Run 1, routed metal per tile:
Drawn at 3 px/um. The die is cut into 25 by 25 equal tiles; dark blue is low, red is high, scaled to the fullest tile. Values are wire area over tile area, all layers added.
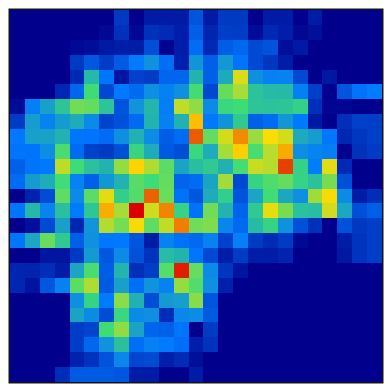
Run 1, port wiring:
Drawn at 4 px/um.
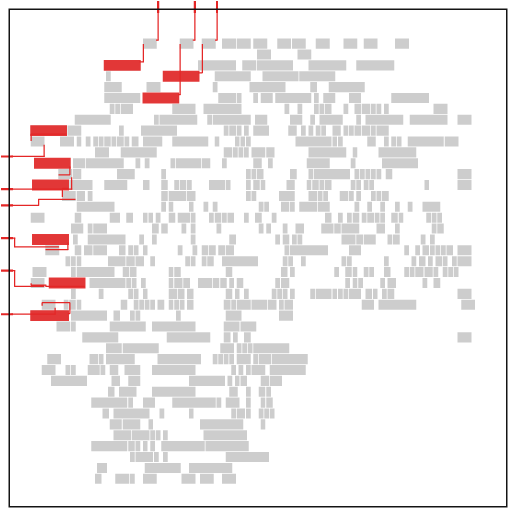
Run 1, where the registers sit:
Drawn at 4 px/um. Other sequential cells in the stronger grey, the rest of the logic in the fainter grey.
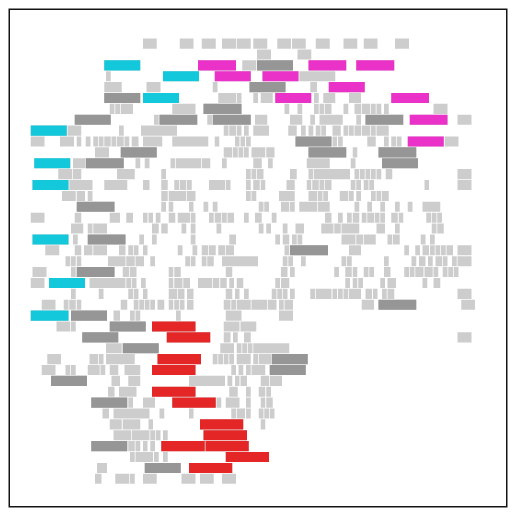
Run 1, cell outlines without signal wires:
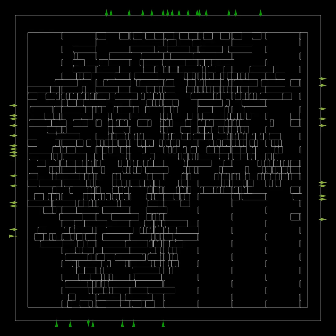
Design cursor_pos_ctrl_flat, sky130hd; sources not shown.
==> flow_summary.toml, run 1 <==
# generated from flow reports
[outcome]
status = "finished clean"

[worst_setup_path]
worst-path-buf-inv = 1
cp_max_fo = 8
path_class = "input pin to flop"
crit_cells = 9
reg2reg_depth = 15
path_cells = "clkdlybuf4s50_1 > nand2_1 > ha_1 > fa_1 > a21oi_1 > o21ai_0 > xor2_1 > nor4_1 > o32ai_1"
rrSetupSlack_ns = 3.15
critPathArrivalTime_ns = 3.61
slowest_stage = "clkdlybuf4s50_1"
crit_family = "adder cells"
cp-end-kind = "flop"

[placed_design]
dpl-instance-area_um2 = 4540
dp_hpwl_um = 7090
dp_cells = 712
dp_slack_ns = 2.37
place_congestion = 0.867

[worst_hold_path]
hold_depth = 2
hp-class = "flop to flop"

[clock_network]
cts_resized = 0
clk_pin_slew_ns = 0.05
cts_root_buffer = "clkbuf_16"
ctsHtreeMaxLevel = 3
cts_setup_buffers = 0
clockBufferDepth = 2
clk_latency_ns = 0.33
cts_tree = "done"

[layout]
largest_register_ffs = 12
lay_top_cells = "nand2_1 (140), inv_1 (67), nand3_1 (49)"
area_growth_pct = 23.1
lay_top_count = "nand2_1"
insertedDiodeCount = 0
drive_gt1_share_pct = 14.7
nNetsFinal = 572
logic_area_um2 = 1990
regArea_um2 = 1580
stdcell_count = 728

[timing]
hold_viol_final = 0
finalCriticalPeriod_ns = 3.37
grt_setup_unrepaired = "no"
worst_slew_pin_slew_ns = 0.660
fin_hold_ws_ns = 0.567
fin_setup_tns_ns = 0
finalClockSkew_ns = 0.00605
max_freq_mhz = 296
setup_viol = 0

[synthesis]
top_logic_kind = "simple AND/OR/NAND/NOR gates"
synth_top_area_share_pct = 19.3
ys_top_cells_by_area = "dfrtp_1 (19%), nand2_1 (13%), dfstp_2 (12%)"
netlist_area_um2 = 3900
synth_area_per_cell_um2 = 7.83
ys_types = 38
xor_area_share_pct = 4.46
ys_top_cells_by_count = "nand2_1 (140), inv_1 (67), nand3_1 (49), nor2_1 (47), dfrtp_1 (30)"
mux_share_pct = 0.289
synthFlopType = "dfrtp_1"
synth_chip_area_um2 = 3900
aoi_share_pct = 5.97
postSynthSeqShare_pct = 40.6
yosysCellCount = 498
synth_cells = 498
synth_simple_gate_area_share_pct = 35.6

[global_route]
antenna_found_initial = 0
grt_pass1_vias = 3274
grt_pass1_wl_um = 16000

[power_and_ir_drop]
ir_drop_v = 0.000266
power_density_nw_per_um2 = 560
leakage_nw = 2.29

[detailed_routing]
drc = 0
first_pass_iters = 4
dr.first_iter.drc_count = 162
via_per_inst = 4.54

[floorplan]
die_w_um = 124
die-height_um = 124
core-area_um2 = 12700

[flow_run]
warnings = 33
cap_violations = 0
-- 'routed metal per tile' (at the start) --
- tiles over half the peak: 13%
- mean over tiles: 0.097
- nearly empty tiles: 31%
vias post-DR: 3302
WL per Instance: 13.1 um
Global Route Usage Sum: 13.3%
Post-Route WL: 9570 um

-- 'port wiring' (at the start) --
- down: red (bits 9; direction output; edge 6 west, 3 north; end cells 9; wire 185 um)
IO buf count: 47
Ports: 48

-- 'where the registers sit' (at the start) --
- u_core.right: magenta (placed flops 10)
- u_core.mem_q: red (placed flops 12)
- u_core.down: cyan (placed flops 9)
final core utilization: 37.9%
flop share of the area: 33.0%

-- 'cell outlines without signal wires' (at the start) --
Cell Rows: 41
Fillers: 1326

## run 1: area by class of cell
class	instances	area share, %
clock buffer	14	5.29
clock inverter	2	0.208
inverter	72	5.73
multi-input combinational	360	41.4
sequential	60	33.0
tap	172	4.48
timing repair buffer	48	9.85
## run 1: layer usage
metal,share of wire (%),track usage (%)
met1,48,17.3
met4,1.1,4.38
met2,47,20.9
met3,4.5,4.22
met5,0,0
## run 1: power breakdown
part,total [mW],internal [mW],switching (mW)
combinational,1.44,0.575,0.860
clock,0.461,0.285,0.176
sequential,0.792,0.611,0.181
total,2.69,1.47,1.22
Run 1, routed metal, one colour a layer:
Drawn at 3 px/um. Only two layers are drawn.
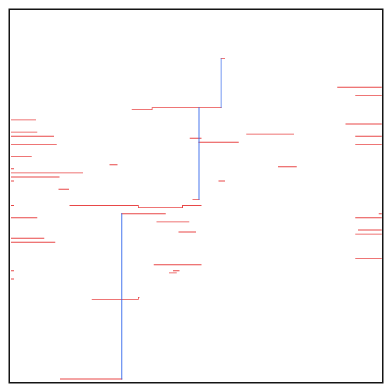

--- run 2 (diff from run 1) ---
PLACE_DENSITY = 0.58   (was 0.56)
clock period = 3 ns   (was 6.1 ns; I/O delays follow)
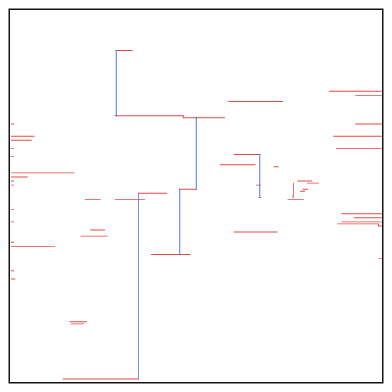
Run 2: routed metal, one colour a layer
Drawn at 3 px/um. Only two layers are drawn.
- met3: red (wire length 388 um)
- met4: blue (wire length 144 um)
WL per Instance: 13.2 um
Post-Route WL: 9910 um
vias post-DR: 3426

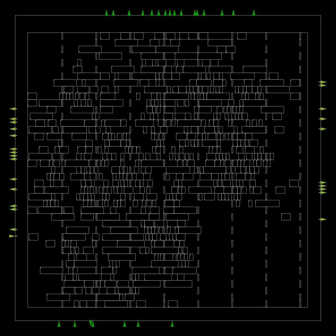
Run 2: cell outlines without signal wires
n_taps: 172
final core utilization: 40.9%
Cell Count, Final, Fillers Out: 752

==> flow_summary.toml, run 2 <==
# generated from flow reports
[layout]
comb_area_share_pct = 41.2
largest_register_ffs = 12
area_growth_pct = 32.8
seq_cells = 60
lay_top_cells = "nand2_1 (131), inv_1 (62), nor2_1 (47)"
logic_area_um2 = 2130
inv_count = 72
drive_gt1_share_pct = 23.8
clock_area_share_pct = 6.04
clock_buffers = 16
regArea_um2 = 1590
seq_area_share_pct = 30.6
insertedDiodeCount = 0
lay_top_count = "nand2_1"
multi_input_comb_cells = 360

[synthesis]
postSynthSeqShare_pct = 40.6
aoi_share_pct = 5.97
synth_chip_area_um2 = 3900
ys_types = 38
ys_top_cells_by_count = "nand2_1 (140), inv_1 (67), nand3_1 (49), nor2_1 (47), dfrtp_1 (30)"
synth_area_per_cell_um2 = 7.83
top_logic_kind = "simple AND/OR/NAND/NOR gates"
ys_top_cells_by_area = "dfrtp_1 (19%), nand2_1 (13%), dfstp_2 (12%)"
xor_area_share_pct = 4.46
synth_top_area_share_pct = 19.3
synthFlopType = "dfrtp_1"
mux_share_pct = 0.289

[global_route]
groute.usage.overall_pct = 13.2
grt_pass1_wl_um = 16000
grt_pass1_vias = 3332
grt-busiest-layer = "met2"
grt_util_met2_pct = 21.2

[timing]
setup_viol = 0
finalCriticalPeriod_ns = 2.40
grt_setup_unrepaired = "yes"
fin_hold_ws_ns = 0.528
max_freq_mhz = 416
fin_setup_tns_ns = 0

[floorplan]
core-area_um2 = 12700
pin_count = 48

[outcome]
status = "finished clean"

[clock_network]
clk_pin_slew_ns = 0.05
cts_tree = "done"
cts_resized = 4
clk_latency_ns = 0.32
cts_setup_buffers = 9
cts_root_buffer = "clkbuf_16"

[detailed_routing]
wl_met2_um = 4760
first_pass_iters = 4
via_per_inst = 4.56
highest_layer = "met4"
met3_length_um = 387
wl_met1_um = 4620

[power_and_ir_drop]
power_density_nw_per_um2 = 1160
leakage_nw = 2.45

[worst_setup_path]
rrSetupSlack_ns = 0.60
cp_max_fo = 5
reg2reg_depth = 19
path_class = "flop to flop"
critPathArrivalTime_ns = 2.65
cp-end-kind = "flop"

[placed_design]
dpl-instance-area_um2 = 4560
dp_slack_ns = 0.223
portBuffers = 47

[worst_hold_path]
hp-class = "input pin to asynchronous set/reset pin"

[flow_run]
cap_violations = 0
run 2: cell counts after synthesis:
Identical to the previous run, type by type.
run 2: critical path: stages (launching register included):
cell and delay (ns):
dfstp_2 0.61, ha_4 0.16, nand2_2 0.06, inv_2 0.09, nand2_2 0.06, nand2_1 0.08, nand2_1 0.06, inv_1 0.06
nand3_1 0.08, nand2_2 0.12, nand2_4 0.08, nand2_4 0.08, inv_2 0.03, o21ai_2 0.16, inv_2 0.07, ha_4 0.18
a21oi_4 0.18, nand3_2 0.07, nand2_1 0.07, nand2_1 0.05
run 2: where the power goes:
part | leakage (nW) | internal, mW | switching (mW)
registers | 0.649 | 1.24 | 0.326
logic | 1.64 | 1.46 | 1.96
clock network | 0.154 | 0.700 | 0.348
total | 2.45 | 3.40 | 2.63
Power is estimated from default activity; no workload was simulated.
